## src/rtl/ps2_host_tx.sv

```systemverilog
// PS/2 host-to-device transmitter: inhibit, start bit, device-clocked frame, ack check.
// Latency: device falling edges are acted on 3 CLOCK_50 cycles after the pin edge.
// Backpressure: tx_ready only in IDLE; tx_valid is ignored while a transaction is busy.
module ps2_host_tx #(
    parameter int INHIBIT_CYCLES = 5000,
    parameter int SETUP_CYCLES   = 50,
    parameter int START_TIMEOUT  = 750000,
    parameter int XFER_TIMEOUT   = 100000
) (
    input  logic       CLOCK_50,
    input  logic       reset_n,
    input  logic       tx_valid,
    input  logic [7:0] tx_data,
    output logic       tx_ready,
    input  logic       ps2_clk_in,
    input  logic       ps2_dat_in,
    output logic       ps2_clk_oe,
    output logic       ps2_dat_oe,
    output logic       busy,
    output logic       done,
    output logic       ack_ok,
    output logic       timeout
);

    localparam int T01  = (INHIBIT_CYCLES > SETUP_CYCLES) ? INHIBIT_CYCLES : SETUP_CYCLES;
    localparam int T23  = (START_TIMEOUT > XFER_TIMEOUT) ? START_TIMEOUT : XFER_TIMEOUT;
    localparam int TMAX = (T01 > T23) ? T01 : T23;
    localparam int TW   = $clog2(TMAX + 1);

    localparam logic [TW-1:0] INH_LAST   = TW'(INHIBIT_CYCLES - 1);
    localparam logic [TW-1:0] SETUP_LAST = TW'(SETUP_CYCLES - 1);
    localparam logic [TW-1:0] START_LAST = TW'(START_TIMEOUT - 1);
    localparam logic [TW-1:0] XFER_LAST  = TW'(XFER_TIMEOUT - 1);

    typedef enum logic [2:0] {
        S_IDLE,
        S_INHIBIT,
        S_SETUP,
        S_WAIT_CLK,
        S_XFER,
        S_WAIT_IDLE,
        S_DONE,
        S_ABORT
    } state_t;

    state_t          state;
    logic [TW-1:0]   timer;
    logic [3:0]      bit_cnt;
    logic [7:0]      data_q;
    logic            parity_q;
    logic            clk_s1, clk_s2, clk_prev;
    logic            dat_s1, dat_s2;
    logic            fall_edge;

    always_ff @(posedge CLOCK_50 or negedge reset_n) begin
        if (!reset_n) begin
            clk_s1   <= 1'b1;
            clk_s2   <= 1'b1;
            clk_prev <= 1'b1;
            dat_s1   <= 1'b1;
            dat_s2   <= 1'b1;
        end else begin
            clk_s1   <= ps2_clk_in;
            clk_s2   <= clk_s1;
            clk_prev <= clk_s2;
            dat_s1   <= ps2_dat_in;
            dat_s2   <= dat_s1;
        end
    end

    assign fall_edge = clk_prev & ~clk_s2;
    assign tx_ready  = (state == S_IDLE);
    assign busy      = ~tx_ready;

    always_ff @(posedge CLOCK_50 or negedge reset_n) begin
        if (!reset_n) begin
            state      <= S_IDLE;
            timer      <= '0;
            bit_cnt    <= '0;
            data_q     <= '0;
            parity_q   <= 1'b0;
            ps2_clk_oe <= 1'b0;
            ps2_dat_oe <= 1'b0;
            done       <= 1'b0;
            ack_ok     <= 1'b0;
            timeout    <= 1'b0;
        end else begin
            done <= 1'b0;
            case (state)
                S_IDLE: begin
                    if (tx_valid) begin
                        data_q     <= tx_data;
                        parity_q   <= ~^tx_data;
                        ack_ok     <= 1'b0;
                        timeout    <= 1'b0;
                        timer      <= '0;
                        ps2_clk_oe <= 1'b1;
                        ps2_dat_oe <= 1'b0;
                        state      <= S_INHIBIT;
                    end
                end
                S_INHIBIT: begin
                    if (timer == INH_LAST) begin
                        timer      <= '0;
                        ps2_dat_oe <= 1'b1;
                        state      <= S_SETUP;
                    end else begin
                        timer <= timer + TW'(1);
                    end
                end
                S_SETUP: begin
                    if (timer == SETUP_LAST) begin
                        timer      <= '0;
                        ps2_clk_oe <= 1'b0;
                        state      <= S_WAIT_CLK;
                    end else begin
                        timer <= timer + TW'(1);
                    end
                end
                S_WAIT_CLK: begin
                    if (fall_edge) begin
                        ps2_dat_oe <= ~data_q[0];
                        bit_cnt    <= 4'd1;
                        timer      <= '0;
                        state      <= S_XFER;
                    end else if (timer == START_LAST) begin
                        ps2_clk_oe <= 1'b0;
                        ps2_dat_oe <= 1'b0;
                        timeout    <= 1'b1;
                        ack_ok     <= 1'b0;
                        state      <= S_ABORT;
                    end else begin
                        timer <= timer + TW'(1);
                    end
                end
                S_XFER: begin
                    // Transfer timeout wins over a coincident device edge.
                    if (timer == XFER_LAST) begin
                        ps2_clk_oe <= 1'b0;
                        ps2_dat_oe <= 1'b0;
                        timeout    <= 1'b1;
                        ack_ok     <= 1'b0;
                        state      <= S_ABORT;
                    end else begin
                        timer <= timer + TW'(1);
                        if (fall_edge) begin
                            bit_cnt <= bit_cnt + 4'd1;
                            if (bit_cnt <= 4'd7) begin
                                ps2_dat_oe <= ~data_q[bit_cnt[2:0]];
                            end else if (bit_cnt == 4'd8) begin
                                ps2_dat_oe <= ~parity_q;
                            end else if (bit_cnt == 4'd9) begin
                                ps2_dat_oe <= 1'b0;
                            end else begin
                                ack_ok <= ~dat_s2;
                                state  <= S_WAIT_IDLE;
                            end
                        end
                    end
                end
                S_WAIT_IDLE: begin
                    if (timer == XFER_LAST) begin
                        ps2_clk_oe <= 1'b0;
                        ps2_dat_oe <= 1'b0;
                        timeout    <= 1'b1;
                        ack_ok     <= 1'b0;
                        state      <= S_ABORT;
                    end else begin
                        timer <= timer + TW'(1);
                        if (clk_s2 && dat_s2) begin
                            state <= S_DONE;
                        end
                    end
                end
                S_DONE: begin
                    done  <= 1'b1;
                    state <= S_IDLE;
                end
                S_ABORT: begin
                    done  <= 1'b1;
                    state <= S_IDLE;
                end
                default: begin
                    ps2_clk_oe <= 1'b0;
                    ps2_dat_oe <= 1'b0;
                    state      <= S_IDLE;
                end
            endcase
        end
    end

endmodule

```

## config.mk

```make
export PLATFORM = sky130hd
export DESIGN_NAME = ps2_host_tx
export DESIGN_NICKNAME = d
export VERILOG_FILES = /design/src/rtl/ps2_host_tx.sv
export SDC_FILE = /design/constraint.sdc
export NUM_CORES = 1
export LEC_CHECK = 0
export ABC_AREA = 1
export CAP_MARGIN = 30
export CORE_ASPECT_RATIO = 0.9
export CORE_MARGIN = 5
export CORE_UTILIZATION = 55
export DETAILED_ROUTE_END_ITERATION = 12
export GPL_TIMING_DRIVEN = 0
export PLACE_DENSITY_LB_ADDON = 0.15
export SLEW_MARGIN = 20
export SYNTH_ARGS = -nofsm -noshare
export SYNTH_HDL_FRONTEND = slang
export SYNTH_SLANG_ARGS = --single-unit
export TNS_END_PERCENT = 50
```

## constraint.sdc

```tcl
create_clock -name CLOCK_50 -period 1.6 [get_ports CLOCK_50]
set_input_delay 0.32 -clock CLOCK_50 [delete_from_list [all_inputs] [get_ports CLOCK_50]]
set_output_delay 0.32 -clock CLOCK_50 [all_outputs]
set_load 0.02 [all_outputs]
```

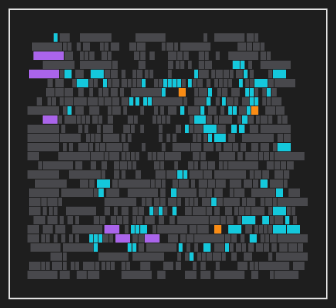
Run 1: gate-type map
Key: adder and majority cells = purple [cells 6]; NOR gates = cyan [cells 78]; AND and OR gates = orange [cells 3]

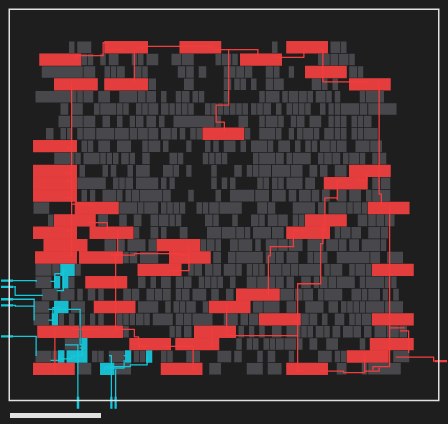
Run 1: nets reached from selected ports
Scale bar: 20 um.
Key: `tx_data` = cyan [direction input, end cells 12, buffers 8, wire 129 um]; `reset_n` = red [direction input, end cells 46, buffers 3, wire 456 um]

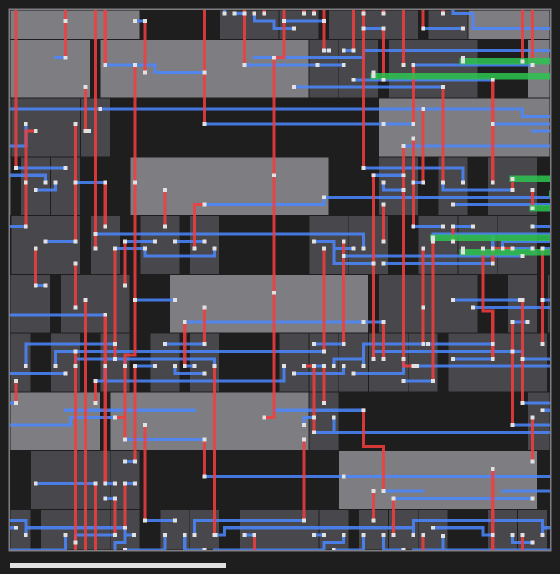
Run 1: layout detail
Scale bar: 10 um. Region (11, 9) to (36, 34) um. Cells in grey, sequential cells in the stronger grey; small squares are vias.
Key: metal 2 = red; metal 1 = blue; metal 3 = green
Most frequent: nand2_1 (21), o21ai_0 (5), nor2_1 (5). 56 logic cells have their middle in the window. Sequential cells in the window: 6. Netlist names of flops here include `data_q` (3).

==> run 1: flip-flops by register name (all words and copies together), names as in the netlist, 3 cells and up <==
register and flops:
bit_cnt 4, data_q 8, state 3, timer 20
==> run 1: placed cells by master (no fill, tap or decap), types with 4 or more instances in the layout <==
cell,instances
nand2_1,149
nand3_1,63
inv_1,49
nor2_1,49
dfrtp_1,27
buf_4,25
nand4_1,24
nand2_2,20
o21ai_0,19
dfrtp_2,14
clkdlybuf4s50_1,12
nor2_4,11
o21ai_2,10
xor2_1,9
o211ai_1,8
nor3_1,7
nor2_2,7
xnor2_1,6
inv_2,5
nand3_2,5
a21oi_1,5
dfstp_2,5
clkbuf_8,5
buf_6,4
o21ai_1,4
buf_2,4
ha_1,4
dlygate4sd2_1,4
==> flow_summary_export.csv, run 1 <==
group,metric,value,unit
final_layout,num-nets-final,608,
detailed_routing,viasPerCell,5.88,
worst_hold_path,min_path_type,"flop to flop",
timing,worst_pin_slew,0.506,ns
flow_run,warnings,32,
detailed_routing,vias,3983,
flow_run,drv_cap,0,
detailed_routing,dr.first_iter.drc_count,429,
clock_tree,cts_buffers,5,
setup_path,critical_path_arrival,2.16,ns
floorplanning,num_tap_cells,87,
pwr,vdd_drop_max,0.000616,V
setup_path,cp-endpoint,"timer[9]",
setup_path,cp-end-kind,"flop",
timing,drv_slew,0,
pwr,combinationalPower,0.138,mW
worst_hold_path,hp-start,"dat_s1",
timing,worst_slack,-0.351,ns
global_routing,grt_max_degree,30,
final_layout,fin_util,71.8,%
synthesis,synthTopCellsByCount,"nand2_1, nand3_1, nor2_1",
clock_tree,cts-resized-gates,68,
placed_design,hpwl,7850,um
synthesis,logic_family,"simple AND/OR/NAND/NOR gates",
final_layout,stdcell_count,677,
global_routing,use_met2,42.6,%
final_layout,regArea,1170,sq um
synthesis,ys_cells,536,
global_routing,grt_pass1_vias,3660,
synthesis,ys_sh_simple,44.2,%
timing,setup_viol,32,
pwr,p_clk,0.821,mW
synthesis,yosys_area,3500,sq um
final_layout,area_delta_synth_final,26.0,%
final_layout,buf_share,11.3,%
global_routing,busiest_layer,"met2",
timing,clock_skew,0.00885,ns
setup_path,critical_path_required,1.81,ns
setup_path,setup.worst_path.start_class,"flop",
placed_design,placed_cell_area,3860,sq um
final_layout,logic_area,2310,sq um
synthesis,aoi_share,8.65,%
clock_tree,clockRootBuffer,"clkbuf_8",
pwr,power.share.switching,26.9,%
worst_hold_path,hold_end,"dat_s2",
status,violations,"setup timing",
final_layout,layout-drive-gt1-share,23.6,%
synthesis,yosysTopAreaCell,"dfrtp_1",
final_layout,antennaDiodeCount,0,
placed_design,gp_congestion,1.03,
setup_path,worst-path-buf-inv,2,
setup_path,r2r_setup_slack,-0.35,ns
detailed_routing,dr.pass1.iters,5,
floorplanning,num_io_pins,20,
setup_path,critPathLaunch,"timer[1]",
synthesis,yosysWarnings,0,
placed_design,numPortBuffers,19,
floorplanning,fp.coreArea,6150,sq um
status,status,"finished, violations left",
setup_path,path_cells,"ha_4, inv_2, nor2_4, nand4_1, nor2_2, nand2_2, nand2_2, nor2_4, clkbuf_16, o21ai_2, nand2_1",
pwr,seq_power,1.21,mW
synthesis,netlist_instances,536,
worst_hold_path,min_path_cells,0,
==> run 2, diff against run 1 <==
--- a/config.mk
+++ b/config.mk
@@ -13,7 +13,6 @@
 export DETAILED_ROUTE_END_ITERATION = 12
 export GPL_TIMING_DRIVEN = 0
 export PLACE_DENSITY_LB_ADDON = 0.15
-export SLEW_MARGIN = 20
 export SYNTH_ARGS = -nofsm -noshare
 export SYNTH_HDL_FRONTEND = slang
 export SYNTH_SLANG_ARGS = --single-unit
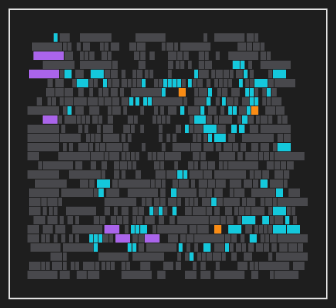
Run 2: gate-type map
Key: adder and majority cells = purple [cells 6]; AND and OR gates = orange [cells 3]; NOR gates = cyan [cells 78]

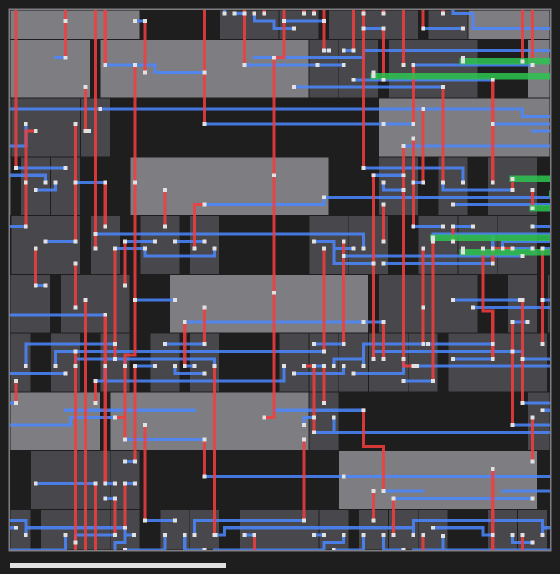
Run 2: layout detail
Scale bar: 10 um. Region (11, 9) to (36, 34) um. Cells in grey, sequential cells in the stronger grey; small squares are vias.
Key: metal 1 = blue; metal 3 = green; metal 2 = red
56 logic cells have their middle in the window. Sequential cells in the window: 6. Most frequent: nand2_1 (21), o21ai_0 (5), nor2_1 (5). Netlist names of flops here include `data_q` (3).

==> flow_summary_export.csv, run 2 <==
group,metric,value,unit
setup_path,r2r_setup_slack,-0.35,ns
final_layout,biggestCellCategory,"combinational gates",
final_layout,fin_util,71.8,%
floorplanning,num_tap_cells,87,
clock_tree,ctsHoldBuffers,1,
final_layout,layout_top_cell,"nand2_1",
placed_design,placed_cell_area,3860,sq um
final_layout,final_cell_mix,"nand2_1, nand3_1, inv_1, nor2_1, dfrtp_1",
final_layout,stdcell_count,677,
synthesis,aoi_share,8.65,%
synthesis,logic_family,"simple AND/OR/NAND/NOR gates",
final_layout,antennaDiodeCount,0,
global_routing,grt_usage,28.3,%
clock_tree,cts-resized-gates,68,
synthesis,ys_cells,536,
detailed_routing,viasPerCell,5.88,
final_layout,comb_cells,422,
floorplanning,fp.coreArea,6150,sq um
status,violations,"setup timing",
worst_hold_path,hp-start,"dat_s1",
synthesis,synthTopCellsByCount,"nand2_1, nand3_1, nor2_1",
timing,rsz0062_at_grt,"yes",
synthesis,area_leaders,"dfrtp_1, nand2_1, nand3_1",
clock_tree,clockRootBuffer,"clkbuf_8",
final_layout,reg_top3,"timer x20, data_q x8, bit_cnt x4",
final_layout,area_delta_synth_final,26.0,%
setup_path,critPathLaunch,"timer[1]",
pwr,seq_power,1.21,mW
pwr,p_leak,2.08,nW
flow_run,warnings,32,
pwr,power.share.switching,26.9,%
final_layout,seq_cell_count,46,
setup_path,slowest_stage,"dfrtp_2",
synthesis,syn-cell-area,3500,sq um
final_layout,logic_area,2310,sq um
setup_path,path_cells,"ha_4, inv_2, nor2_4, nand4_1, nor2_2, nand2_2, nand2_2, nor2_4, clkbuf_16, o21ai_2, nand2_1",
placed_design,gp_congestion,1.03,
worst_hold_path,min_path_type,"flop to flop",
final_layout,num-nets-final,608,
global_routing,grt_pass1_vias,3660,
floorplanning,num_io_pins,20,
synthesis,yosysTopAreaCell,"dfrtp_1",
detailed_routing,dr.pass1.iters,5,
final_layout,largest_register_ffs,20,
detailed_routing,vias,3983,
timing,fin_tns_setup,-7.62,ns
setup_path,critical_path_required,1.81,ns
setup_path,cp-end-kind,"flop",
final_layout,design_area,4410,sq um
final_layout,sh_seq_area,26.6,%
pwr,p_clk,0.821,mW
synthesis,netlist_instances,536,
synthesis,yosys_area,3500,sq um
setup_path,cp_max_fo,6,
pwr,vdd_drop_max,0.000616,V
synthesis,async_flop_share,100,%
setup_path,regToRegEndpoint,"timer[9]",
timing,worst_pin_slew,0.506,ns
clock_tree,cts_buffers,5,
global_routing,grt-ovfl-total,0,
status,status,"finished, violations left",
pwr,maxPowerGroup,"registers",
setup_path,setup.worst_path.start_class,"flop",
flow_run,drv_cap,0,
final_layout,layout-drive-gt1-share,23.6,%
timing,clock_skew,0.00885,ns
global_routing,grt_max_degree,30,
synthesis,synth-adder-area-share,2.14,%
timing,worst_slack,-0.351,ns
final_layout,sh_comb_area,52.4,%
floorplanning,fp_util,57.0,%
timing,finalClockPeriodUsage,122,%
synthesis,synth.avg_cell_area,6.53,sq um
final_layout,regArea,1170,sq um
setup_path,critical_path_arrival,2.16,ns
timing,setup_viol,32,
pwr,combinationalPower,0.138,mW
synthesis,yosysWarnings,0,
clock_tree,clock.latency.late_pin,0.32,ns
setup_path,cp-endpoint,"timer[9]",
detailed_routing,dr.first_iter.drc_count,429,
final_layout,largest_register,"timer",
floorplanning,fp.dieArea,8070,sq um
placed_design,hpwl,7850,um
synthesis,ys_sh_simple,44.2,%
pwr,power,2.16,mW
placed_design,numPortBuffers,19,
synthesis,synth_top_flop_cell,"dfrtp_1",
setup_path,r2r_start,"timer[1]",
floorplanning,die_w,94.1,um
final_layout,buf_share,11.3,%
timing,drv_slew,0,
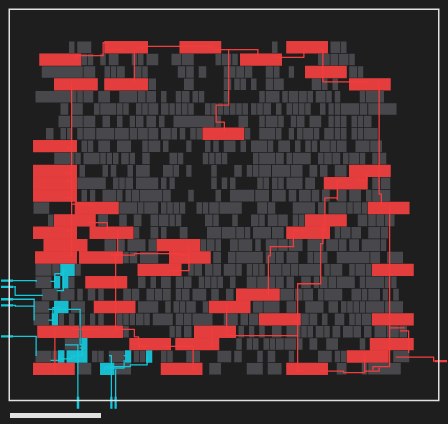
Run 2: nets reached from selected ports
Scale bar: 20 um.
Key: `reset_n` = red [direction input, end cells 46, buffers 3, wire 456 um]; `tx_data` = cyan [direction input, end cells 12, buffers 8, wire 129 um]

-- run 2: how the worst min path moves through the flow --
stage,cells after the start,to,slack (ns)
floorplan,0,ack_ok,0.02
global placement,0,clk_s2,0.35
detailed placement,1,state[0],0.31
CTS,0,dat_s2,0.36
global route,0,dat_s2,0.37
finish,0,dat_s2,0.36
-- run 2: routing by layer --
metal  vias up  global-route usage, %  share of wire (%)
met4         0                   8.14                2.7
met2       230                   42.6                 43
met5         -                      0                  0
met1      1848                   40.7                 44
li1       1864                      -                  -
met3        41                   6.49                 10
-- run 2: critical path, delay by kind of cell, from the launching register on --
kind / cells / cell delay (ns)
adder cells (fa/ha/maj): 1 / 0.18
flip-flops: 1 / 0.43
AND/OR/NAND/NOR: 7 / 0.96
buffers and inverters: 2 / 0.22
AND-OR/OR-AND: 1 / 0.05
==> run 3, diff against run 2 <==
--- a/config.mk
+++ b/config.mk
@@ -12,7 +12,7 @@
 export CORE_UTILIZATION = 55
 export DETAILED_ROUTE_END_ITERATION = 12
 export GPL_TIMING_DRIVEN = 0
-export PLACE_DENSITY_LB_ADDON = 0.15
+export PLACE_DENSITY = 0.76
 export SYNTH_ARGS = -nofsm -noshare
 export SYNTH_HDL_FRONTEND = slang
 export SYNTH_SLANG_ARGS = --single-unit
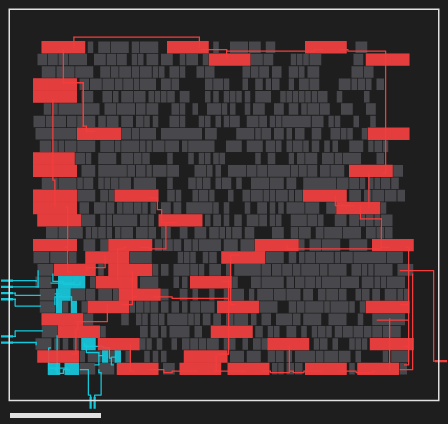
Run 3: nets reached from selected ports
Scale bar: 20 um.
Key: `tx_data` = cyan [direction input, end cells 12, buffers 8, wire 129 um]; `reset_n` = red [direction input, end cells 46, buffers 3, wire 493 um]

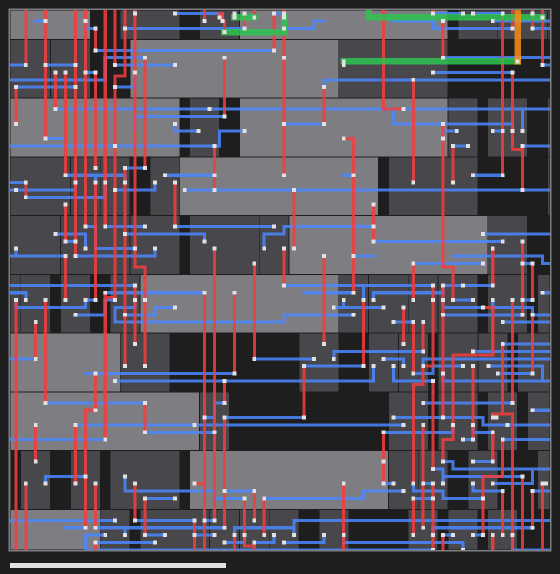
Run 3: layout detail
Scale bar: 10 um. Region (11, 9) to (36, 34) um. Cells in grey, sequential cells in the stronger grey; small squares are vias.
Key: metal 3 = green; metal 2 = red; metal 4 = orange; metal 1 = blue
58 logic cells have their middle in the window. Sequential cells in the window: 9. Most frequent: nand2_1 (19), dfrtp_1 (7). Netlist names of flops here include `data_q` (6).

==> flow_summary_export.csv, run 3 <==
group,metric,value,unit
floorplanning,fp.coreArea,6150,sq um
timing,fin_hold_ws,0.359,ns
final_layout,sh_seq_area,24.1,%
status,status,"finished, violations left",
setup_path,path_cells,"buf_4, buf_4, ha_4, buf_4, xor2_1, nand3_1, nand4_1, nand2_1, nand2_2",
pwr,maxPowerGroup,"registers",
synthesis,edf_count,0,
placed_design,numPortBuffers,19,
detailed_routing,ant_nets,0,
setup_path,critical_path_required,1.86,ns
clock_tree,clockRootBuffer,"clkbuf_8",
setup_path,critical_path_arrival,2.15,ns
setup_path,cp-endpoint,"timer[2]",
floorplanning,num_tap_cells,87,
pwr,power,2.14,mW
global_routing,antenna_found_initial,0,
pwr,p_switching,0.572,mW
global_routing,grt_pass1_vias,3842,
final_layout,regArea,1180,sq um
synthesis,synth.avg_cell_area,6.53,sq um
final_layout,final_cell_mix,"nand2_1, nand3_1, buf_4",
final_layout,sh_comb_area,50.4,%
status,violations,"setup timing",
synthesis,ys_sh_simple,44.2,%
timing,worst_slack,-0.294,ns
timing,hold_viol_final,0,
timing,fmax,0.528,GHz
placed_design,hpwl,7830,um
synthesis,ys_cells,536,
timing,finalClockPeriodUsage,118,%
detailed_routing,vias,4259,
setup_path,setup.worst_path.start_class,"flop",
final_layout,antennaDiodeCount,0,
synthesis,synthTopCellsByCount,"nand2_1, nand3_1, nor2_1",
clock_tree,cts-htree-levels,2,
timing,drv_slew,0,
placed_design,dp_slack,-0.436,ns
detailed_routing,wire_per_inst,18.1,um
worst_hold_path,hold_end,"clk_s2",
setup_path,path_delay_family,"buffers and inverters",
final_layout,nFillCells,444,
worst_hold_path,min_path_cells,0,
flow_run,warnings,32,
floorplanning,fp.dieArea,8070,sq um
detailed_routing,dr.pass1.iters,6,
synthesis,ys_sh_xor,3.75,%
synthesis,top_area_share,29.3,%
clock_tree,clk_path_buf_depth,2,
clock_tree,cts_tree,"done",
worst_hold_path,hp-start,"clk_s1",
clock_tree,cts_sinks,46,
timing,worst_pin_slew,0.465,ns
final_layout,seq_cell_count,46,
setup_path,slowest_stage,"dfrtp_2",
synthesis,syn_nets,555,
final_layout,clkbuf_count,5,
setup_path,crit_cells,9,
floorplanning,fp_util,57.0,%
final_layout,biggestCellCategory,"combinational gates",
timing,slew_headroom,69.0,%
setup_path,critPathLaunch,"timer[0]",
global_routing,grt-ovfl-total,0,
final_layout,comb_cells,421,
final_layout,fin_util,79.6,%
placed_design,placed_cell_area,3860,sq um
synthesis,aoi_share,8.65,%
detailed_routing,dr.first_iter.drc_count,499,
floorplanning,die_y,85.7,um
setup_path,cp_max_fo,5,
synthesis,netlist_instances,536,
pwr,seq_power,1.20,mW
final_layout,largest_register_ffs,20,
pwr,power.share.switching,26.7,%
setup_path,worst-path-buf-inv,3,
final_layout,area_delta_synth_final,39.8,%
synthesis,area_leaders,"dfrtp_1, nand2_1, nand3_1",
pwr,p_clk,0.797,mW
pwr,combinationalPower,0.142,mW
setup_path,worst_path_most_repeated_cell,"buf_4",
pwr,clkPwrFrac,37.2,%
synthesis,synth_flops,46,
global_routing,grt_usage,30.9,%
timing,setup_viol,28,
synthesis,yosysWarnings,0,
final_layout,layout_top_cell,"nand2_1",
final_layout,logic_area,2470,sq um
clock_tree,cts_buffers,5,
timing,fin_crit,1.89,ns
final_layout,buf_share,17.0,%
synthesis,logic_family,"simple AND/OR/NAND/NOR gates",
global_routing,grt_max_degree,32,
floorplanning,num_io_pins,20,
final_layout,design_area,4900,sq um
setup_path,r2r_start,"timer[0]",
final_layout,num-nets-final,643,
synthesis,syn-cell-area,3500,sq um
final_layout,reg_top3,"timer x20, data_q x8, bit_cnt x4",
detailed_routing,drc,0,
timing,rsz0062_at_grt,"yes",
synthesis,synth_top_flop_cell,"dfrtp_1",
final_layout,layout-drive-gt1-share,36.2,%
synthesis,synth-adder-area-share,2.14,%
setup_path,cp-end-kind,"flop",
pwr,power_frac_comb,6.6,%
floorplanning,die_w,94.1,um
pwr,p_int,1.57,mW
flow_run,drv_cap,0,
clock_tree,path_clk_slew,0.10,ns
timing,clock_skew,0.00935,ns
placed_design,gp_congestion,1.03,
detailed_routing,viasPerCell,5.98,
final_layout,stdcell_count,712,
synthesis,yosysTopAreaCell,"dfrtp_1",
setup_path,slowest_delay,0.44,ns
synthesis,ys_seq_share,33.0,%
clock_tree,clock.latency.late_pin,0.32,ns
pwr,p_leak,2.37,nW
worst_hold_path,min_path_type,"flop to flop",
synthesis,synth_top_cell_by_count,"nand2_1",
pwr,vdd_drop_max,0.000458,V
synthesis,yosys_area,3500,sq um
detailed_routing,wirelength,12900,um
setup_path,r2r_cells,9,
setup_path,regToRegEndpoint,"timer[2]",
setup_path,worstSetupPathType,"flop to flop",
final_layout,largest_register,"timer",
setup_path,r2r_setup_slack,-0.29,ns
final_layout,buffers,94,
synthesis,async_flop_share,100,%
pwr,sequentialPowerShare,56.2,%
timing,fin_tns_setup,-5.64,ns
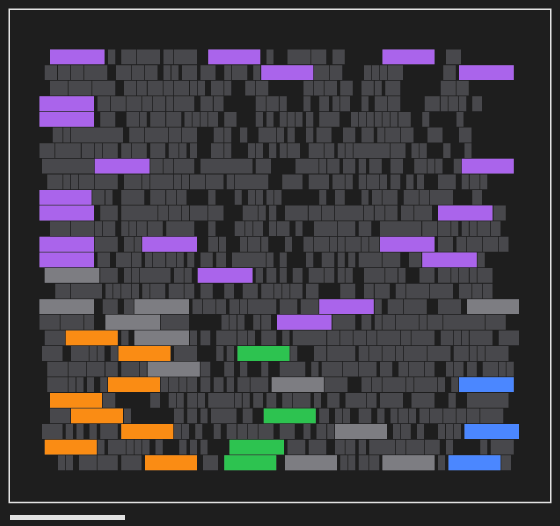
Run 3: sequential cells coloured by netlist name
Scale bar: 20 um. Other sequential cells in the stronger grey, the rest of the logic in the fainter grey.
Key: `bit_cnt` = green [placed flops 4, where bottom centre]; `data_q` = orange [placed flops 8, where lower left]; `state` = blue [placed flops 3]; `timer` = purple [placed flops 20]
Another 11 sequential cells are not coloured.

[run 3: cell counts after synthesis]
Identical to the previous run, type by type.
[run 3: routing by layer]
layer	global-route usage, %	vias up	part of all wire (%)
met2	46.4	267	43
met4	8.92	0	3.1
met3	7.89	52	12
met5	0	-	0
li1	-	1929	-
met1	43.9	2011	42
[run 3: kinds of logic after synthesis]
family	Yosys count
and+or+nand+nor	349
buffers and inverters	69
AOI/OAI and AO/OA	51
DFF	46
xor gates and xnor gates	15
adders and majority gates	6
[run 3: what timing repair did]
item / CTS / global route
gates resized: 111 / 72
hold buffers: 1 / 0
setup endpoints to repair: 36 / 42
pin swaps: 18 / 26
hold endpoints to repair: 15 / 0
buffers inserted: 42 / 19
gates cloned: 2 / 1
Power is estimated from default activity; no workload was simulated.
